**Run 1: supply network**

Drawn at 4 px/um. Pins as bars on the die edge. Tap cells in grey.
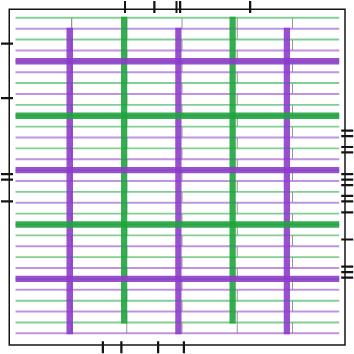
**Run 1: clock routing**

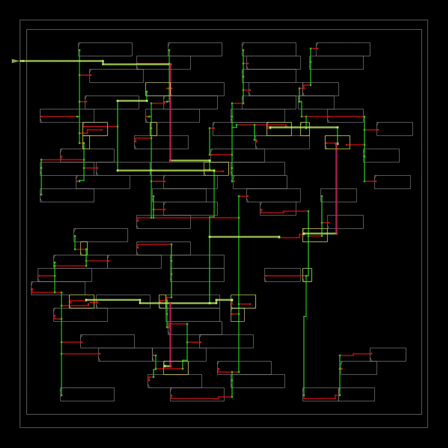
**Run 1: signal wires by layer**

Drawn at 4 px/um.
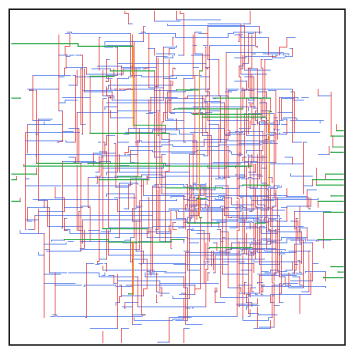
**Run 1: the metal 2 layer**

Drawn at 3 px/um.
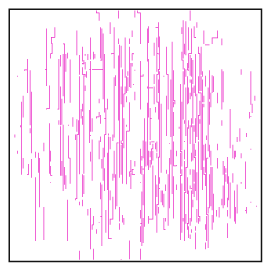
===== src/rtl/lifo_pkg.sv =====
// Shared widths, depth and request opcode for the lifo_stack data path.
// decode_op turns the raw strobes plus status into one of four operations.
package lifo_pkg;

  localparam int DEF_DATA_W = 8;
  localparam int DEF_ADDR_W = 3;
  localparam int DEPTH      = (1 << DEF_ADDR_W) - 1;

  typedef enum logic [1:0] {
    NOP     = 2'd0,
    PUSH    = 2'd1,
    POP     = 2'd2,
    REPLACE = 2'd3
  } lifo_op_e;

  // REPLACE covers push+pop on an empty stack too; the top level turns that into a bypass.
  function automatic lifo_op_e decode_op(input logic push, input logic pop,
                                         input logic empty, input logic full);
    lifo_op_e op;
    op = NOP;
    if (push && pop)              op = REPLACE;
    else if (push && !full)       op = PUSH;
    else if (pop && !empty)       op = POP;
    return op;
  endfunction

endpackage


===== src/rtl/lifo_regfile.sv =====
// Stack storage: DEPTH x DATA_W registers, one synchronous write port and one
// asynchronous read port. Contents are not reset.
module lifo_regfile
  import lifo_pkg::*;
#(
  parameter int DATA_W = DEF_DATA_W,
  parameter int ADDR_W = DEF_ADDR_W,
  parameter int NWORDS = DEPTH
) (
  input  logic              clk,
  input  logic              we,
  input  logic [ADDR_W-1:0] waddr,
  input  logic [DATA_W-1:0] wdata,
  input  logic [ADDR_W-1:0] raddr,
  output logic [DATA_W-1:0] rdata
);

  logic [DATA_W-1:0] r_mem [NWORDS];

  always_ff @(posedge clk) begin
    if (we && (int'(waddr) < NWORDS)) begin
      r_mem[waddr] <= wdata;
    end
  end

  // Address NWORDS is only presented when the stack is empty; read it as zero.
  assign rdata = (int'(raddr) < NWORDS) ? r_mem[raddr] : '0;

endmodule


===== src/rtl/lifo_stack.sv =====
// 7-entry LIFO with occupancy count doubling as stack pointer, registered pop
// data and one-cycle overflow/underflow pulses for absorbed requests.
module lifo_stack
  import lifo_pkg::*;
#(
  parameter int DATA_W = DEF_DATA_W,
  parameter int ADDR_W = DEF_ADDR_W
) (
  input  logic              clk,
  input  logic              reset,
  input  logic              push,
  input  logic              pop,
  input  logic [DATA_W-1:0] din,
  output logic [DATA_W-1:0] dout,
  output logic              dout_valid,
  output logic [ADDR_W-1:0] cnt,
  output logic              full,
  output logic              empty,
  output logic              overflow,
  output logic              underflow
);

  localparam int STACK_DEPTH = (1 << ADDR_W) - 1;

  logic [ADDR_W-1:0] r_cnt;
  logic [DATA_W-1:0] r_dout;
  logic              r_dout_valid;
  logic              r_overflow;
  logic              r_underflow;

  logic              w_full;
  logic              w_empty;
  lifo_op_e          w_op;
  logic [ADDR_W-1:0] w_top;
  logic              w_we;
  logic [ADDR_W-1:0] w_waddr;
  logic [DATA_W-1:0] w_rdata;

  assign w_full  = (r_cnt == ADDR_W'(STACK_DEPTH));
  assign w_empty = (r_cnt == '0);
  assign w_op    = decode_op(push, pop, w_empty, w_full);
  assign w_top   = r_cnt - ADDR_W'(1);

  // Writes are suppressed under reset so a discarded request never lands in memory.
  always_comb begin
    w_we    = 1'b0;
    w_waddr = r_cnt;
    if (!reset) begin
      if (w_op == PUSH) begin
        w_we    = 1'b1;
        w_waddr = r_cnt;
      end else if (w_op == REPLACE && !w_empty) begin
        w_we    = 1'b1;
        w_waddr = w_top;
      end
    end
  end

  lifo_regfile #(
    .DATA_W (DATA_W),
    .ADDR_W (ADDR_W),
    .NWORDS (STACK_DEPTH)
  ) u_regfile (
    .clk   (clk),
    .we    (w_we),
    .waddr (w_waddr),
    .wdata (din),
    .raddr (w_top),
    .rdata (w_rdata)
  );

  always_ff @(posedge clk) begin
    if (reset) begin
      r_cnt        <= '0;
      r_dout       <= '0;
      r_dout_valid <= 1'b0;
      r_overflow   <= 1'b0;
      r_underflow  <= 1'b0;
    end else begin
      r_dout_valid <= 1'b0;
      r_overflow   <= push && !pop && w_full;
      r_underflow  <= pop && !push && w_empty;
      case (w_op)
        PUSH: r_cnt <= r_cnt + ADDR_W'(1);
        POP: begin
          r_cnt        <= r_cnt - ADDR_W'(1);
          r_dout       <= w_rdata;
          r_dout_valid <= 1'b1;
        end
        REPLACE: begin
          // On an empty stack the pushed word passes straight through.
          r_dout       <= w_empty ? din : w_rdata;
          r_dout_valid <= 1'b1;
        end
        default: ;
      endcase
    end
  end

  assign dout       = r_dout;
  assign dout_valid = r_dout_valid;
  assign cnt        = r_cnt;
  assign full       = w_full;
  assign empty      = w_empty;
  assign overflow   = r_overflow;
  assign underflow  = r_underflow;

endmodule

===== config.mk =====
export PLATFORM = sky130hd
export DESIGN_NAME = lifo_stack
export DESIGN_NICKNAME = d
export VERILOG_FILES = /design/src/rtl/lifo_pkg.sv /design/src/rtl/lifo_regfile.sv /design/src/rtl/lifo_stack.sv
export SDC_FILE = /design/constraint.sdc
export NUM_CORES = 1
export LEC_CHECK = 0
export CAP_MARGIN = 20
export CORE_UTILIZATION = 45
export DETAILED_ROUTE_END_ITERATION = 10
export PLACE_DENSITY = 0.65
export SYNTH_ARGS = -nofsm -noshare
export SYNTH_HDL_FRONTEND = slang
export SYNTH_SLANG_ARGS = --single-unit

===== constraint.sdc =====
create_clock -name clk -period 3.9 [get_ports clk]
set_input_delay 0.975 -clock clk [delete_from_list [all_inputs] [get_ports clk]]
set_output_delay 0.975 -clock clk [all_outputs]
set_load 0.005 [all_outputs]

==> flow_summary_export.csv, run 1 <==
group,metric,value,unit
pwr,intPower,1210,uW
cts,cts_made_buffers,9,
global_route,grt_pass1_wl,9630,um
cts,clk_pin_slew_worst_paths,70,ps
cells_and_area,fin_util,55.3,%
global_route,grt_use_met1,26.4,%
final_timing,worst_slack,858,ps
hold_path,worstHoldStart,"dout[4]$_SDFFE_PP0P_",
cts,postCtsSetupBuffers,0,
pwr,p_clk_share,28.5,%
cells_and_area,design_area,3530,um^2
pwr,irDropWorstVdd,284,uV
final_timing,finalHoldViolations,0,
final_timing,tightest_slew,622,ps
job,max_cap_violations,0,
global_route,busiest_layer,"met2",
final_timing,fin_crit,3040,ps
pwr,swShare,27.7,%
synth,syn-cell-area,2990,um^2
detailed_routing,drt_pass1_iterations,4,
floorplan,die_x,83.6,um
synth,async_reset_ff_share,0,%
final_timing,slew_headroom,57.3,%
cts,cts_root_buffer,"clkbuf_8",
cells_and_area,finalNonFillerCells,319,
pwr,power_density,472,nW/um^2
pwr,power.total,1670,uW
setup_path,cp-start-kind,"register",
cells_and_area,logic_area,942,um^2
cells_and_area,drive_above_1_share,17.8,%
setup_path,crit_end,"full",
pwr,p_comb_share,20.6,%
setup_path,cp_max_fo,23,
pwr,leakage,0.00116,uW
synth,synth_seq_share,65.6,%
detailed_routing,met2_length,2910,um
final_timing,max_clock_freq,329,MHz
floorplan,core_area,6390,um^2
floorplan,fp.dieH,83.6,um
placement,dp_cells,303,
pwr,seqPwrFrac,50.9,%
synth,synth_cells,198,
placement,place.gp.congestion,0.814,
synth,edf_count,56,
detailed_routing,drtIter0Drc,143,
synth,synth_flops,70,
detailed_routing,topRoutingLayerUsed,"met4",
final_timing,setup-tns-final,0,ps
detailed_routing,routed_via_density,5.66,
detailed_routing,met3WireLength,408,um
global_route,grt_use_met3,6.03,%
setup_path,cp.arrival,2070,ps
synth,yosysUniqueCellTypes,46,
placement,port_buffers,27,
detailed_routing,drc,0,
final_timing,setup_viol,0,
setup_path,r2r_cells,7,
cells_and_area,layout.nets,253,
floorplan,initCoreUtil,46.9,%
cts,tritoncts,"done",
setup_path,end_kind,"output port",
outcome,status,"finished clean",
pwr,switchingPower,462,uW
hold_path,worstHoldPathCells,2,
cts,holdBufCountCts,0,
cts,clk_path_buf_depth,2,
floorplan,chipArea,6980,um^2
Back to the opening pictures, 'supply network':
[VSS] purple
[VDD] green
signal pins: 28
rows: 29

Back to the opening pictures, 'clock routing':
clk sinks: 70
flop count: 70
worst-skew pair later-pin latency: 350 ps
clk_buf instances: 10

Back to the opening pictures, 'signal wires by layer':
[met4] orange | wire length: 87.7 um
[met1] blue | wire length: 2810 um
[met2] red | wire length: 2910 um
[met3] green | wire length: 409 um
DRT Wirelength: 6220 um
Avg WL per Cell: 19.5 um
total number of vias: 1806
all-layer global routing usage: 19.1%

Back to the opening pictures, 'the metal 2 layer':
main direction: vertical
longest straight run: 50.7 um
share of all routed wire: 47%
nets with wire on the layer: 212
wire length on this layer: 2910 um
M2 GR Usage: 28.8%

-- run 1: critical path: stages, from the launching register on --
cell	delay, ps
dfxtp_1	350
buf_4	360
ha_1	220
ha_1	250
clkdlybuf4s50_1	530
-- run 1: layout by cell type (no fill, tap or decap), drive strengths merged, types with 2 or more instances in the layout --
master         count
mux2i             10
a311oi             9
nor4               4
a211oi             2
dfxtp             14
nand2              4
nand2b             2
nor2b              2
a31oi              2
o21ai              7
and3               2
a21oi             12
buf               11
clkbuf            10
clkinv             5
ha                 4
xnor2              2
mux4               8
inv                6
a22oi              7
nor3b              2
mux2               2
nor2              20
edfxtp            56
clkdlybuf4s50     27
-- run 1: flip-flops by register name, summed over array words and instances, names as in the netlist --
signal,count
u_regfile.r_mem,56
dout_valid,1
dout,8
overflow,1
cnt,3
underflow,1
-- run 1: Yosys cell counts (7+ instances only) --
cell	instances	area share (%)
mux4_2	7	5.3
a22oi_1	7	1.8
edfxtp_1	56	56
mux2i_1	10	3.3
a21oi_1	11	1.8
dfxtp_1	14	9.4
o21ai_0	7	1.2
nor2_1	20	2.5
a311oi_1	9	2.6
-- run 1: logic make-up after synthesis --
family	Yosys count	synth area share, %
AND-OR/OR-AND	43	10.1
AND/OR/NAND/NOR	43	8.65
multiplexers	20	10.2
buffers and inverters	16	3.18
adder cells (fa/ha/maj)	4	1.67
XOR/XNOR	2	0.585
flip-flops	70	65.6
-- run 1: layout make-up --
cell class,instances,share of cell area (%)
sequential,70,55.5
multi-input combinational,112,26.7
timing repair buffer,38,9.99
clock buffer,10,3.61
tap,77,2.73
clock inverter,6,0.815
inverter,6,0.638
-- run 1: power groups by stage --
stage,registers [uW],logic [uW],clock network [uW]
after floorplan,864,231,0
after global placement,866,341,0
after detailed placement,866,343,0
after CTS,850,345,489
after global routing,852,371,517
final,850,343,476
==> run 2: changes to the inputs <==
Clock period 3.9 ns to 3.05 ns, I/O delays scaled along.
**Run 2: supply network**

Drawn at 4 px/um. Pins as bars on the die edge. Tap cells in grey.
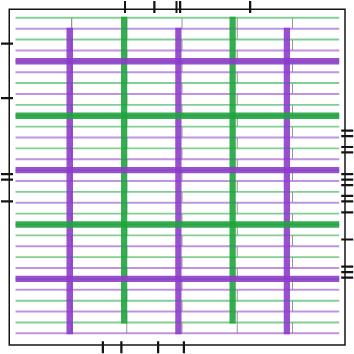
[VSS] purple
[VDD] green
tap cells: 77
met4 straps: 5
met1 rails: 30

**Run 2: signal wires by layer**

Drawn at 4 px/um.
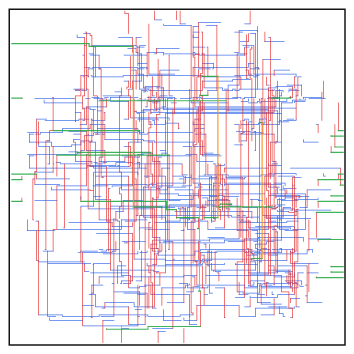
[met4] orange | wire length: 158 um
[met1] blue | wire length: 2680 um
[met3] green | wire length: 293 um
[met2] red | wire length: 3020 um
all-layer global routing usage: 19.4%
DRT Wirelength: 6160 um
total number of vias: 1822

==> flow_summary_export.csv, run 2 <==
group,metric,value,unit
detailed_routing,drt_pass1_iterations,4,
placement,port_buffers,27,
final_timing,setup_viol,0,
cts,postCtsSetupBuffers,0,
floorplan,initCoreUtil,46.9,%
cells_and_area,final_cell_mix,"edfxtp_1 (56), clkdlybuf4s50_1 (27), nor2_1 (20)",
floorplan,core_area,6390,um^2
detailed_routing,drtIter0Drc,143,
synth,synth_seq_share,65.6,%
cells_and_area,drive_above_1_share,21.1,%
final_timing,worst_slack,361,ps
pwr,leakage,0.00121,uW
cts,holdBufCountCts,0,
synth,yosysUniqueCellTypes,46,
cts,numClockSinks,70,
final_timing,slew_headroom,62.3,%
hold_path,worstHoldStart,"dout[4]$_SDFFE_PP0P_",
floorplan,fp.dieH,83.6,um
synth,synthMuxAreaShare,10.2,%
setup_path,cp.arrival,1930,ps
cells_and_area,final_common_cell,"edfxtp_1",
placement,place.gp.congestion,0.802,
cts,cts_made_buffers,9,
cts,clk_pin_slew_worst_paths,80,ps
setup_path,end_kind,"output port",
final_timing,tightest_slew,565,ps
cts,tritoncts,"done",
pwr,switchingPower,617,uW
floorplan,die_x,83.6,um
setup_path,cp_max_fo,11,
synth,ys_sh_xor,0.585,%
cells_and_area,largest_reg_flops,56,
pwr,irDropWorstVdd,326,uV
cts,clk_path_buf_depth,2,
synth,edf_count,56,
cells_and_area,layout.nets,258,
synth,ys_top_cells_by_area,"edfxtp_1 (56%), dfxtp_1 (9.4%), mux4_2 (5.3%)",
synth,top_area_cell,"edfxtp_1",
cts,cts_root_buffer,"clkbuf_8",
cts,clock_latency,340,ps
job,max_cap_violations,0,
synth,synth_cells,198,
global_route,grt_pass1_wl,9800,um
final_timing,setup-tns-final,0,ps
synth,synth_flops,70,
final_timing,max_clock_freq,372,MHz
synth,synthAdderAreaFrac,1.67,%
synth,ys_top_cells_by_count,"edfxtp_1 (56), nor2_1 (20), dfxtp_1 (14)",
synth,synth.most_common_cell,"edfxtp_1",
detailed_routing,drc,0,
pwr,p_clk_share,32.5,%
synth,logic_family,"multiplexers",
pwr,power_density,627,nW/um^2
pwr,p_comb_share,19.5,%
final_timing,fin_crit,2690,ps
setup_path,crit_end,"empty",
pwr,swShare,27.3,%
placement,place_worst_setup_slack,229,ps
synth,synth_top_area_share,56.2,%
pwr,intPower,1640,uW
detailed_routing,drt-wirelength-per-cell,19.0,um
cells_and_area,top_register,"u_regfile.r_mem",
synth,ys_sh_aoi,10.1,%
cells_and_area,fin_util,56.5,%
outcome,status,"finished clean",
setup_path,slowest_stage,"clkdlybuf4s50_1",
synth,syn-cell-area,2990,um^2
cells_and_area,logic_area,942,um^2
==> run 2: logic make-up after synthesis <==
logic type               count (synthesis)
multiplexers                            20
flip-flops                              70
adder cells (fa/ha/maj)                  4
XOR/XNOR                                 2
AND-OR/OR-AND                           43
AND/OR/NAND/NOR                         43
buffers and inverters                   16
==> run 2: per-stage QoR <==
stage / cell area [um^2] / std cells
final: 3610 / 324
after global routing: 3610 / 324
after CTS: 3610 / 324
after detailed placement: 3410 / 308
after global placement: 3410 / 308
after floorplan: 2990 / 198
==> run 2: worst max-delay path: cells and delay by family (launching register included) <==
| kind | cells | cell delay (ps) |
|---|---|---|
| buf+inv | 3 | 870 |
| flops | 1 | 370 |
| fa+ha+maj | 1 | 220 |
| simple gates | 1 | 120 |
==> run 2: final cells by class <==
cell class              count  share of cell area, %
flip-flops and latches     70                   54.4
multi-input cells         112                   26.1
repair buffers             43                   10.8
clock buffers               9                   3.43
well taps                  77                   2.67
clock inverters             7                   2.01
inverters                   6                  0.624
==> run 2: power by group through the flow <==
stage | Sequential [uW] | Combinational, uW | Clock (uW)
floorplan | 1110 | 295 | 0
global placement | 1110 | 439 | 0
detailed placement | 1110 | 443 | 0
CTS | 1090 | 444 | 750
global route | 1090 | 483 | 794
finish | 1090 | 441 | 736
==> run 2: routing by layer <==
layer  up-vias  GRT usage (%)  share of wire (%)  wire, um
met3         9           3.96                4.7       292
met2        48           30.5                 49      3020
met4         0           10.8                2.6       158
met1       899           25.3                 44      2680
li1        866              -                  -         -
met5         -              0                  0         0
Power figures rest on the tool's default switching activity, not on a simulated workload.
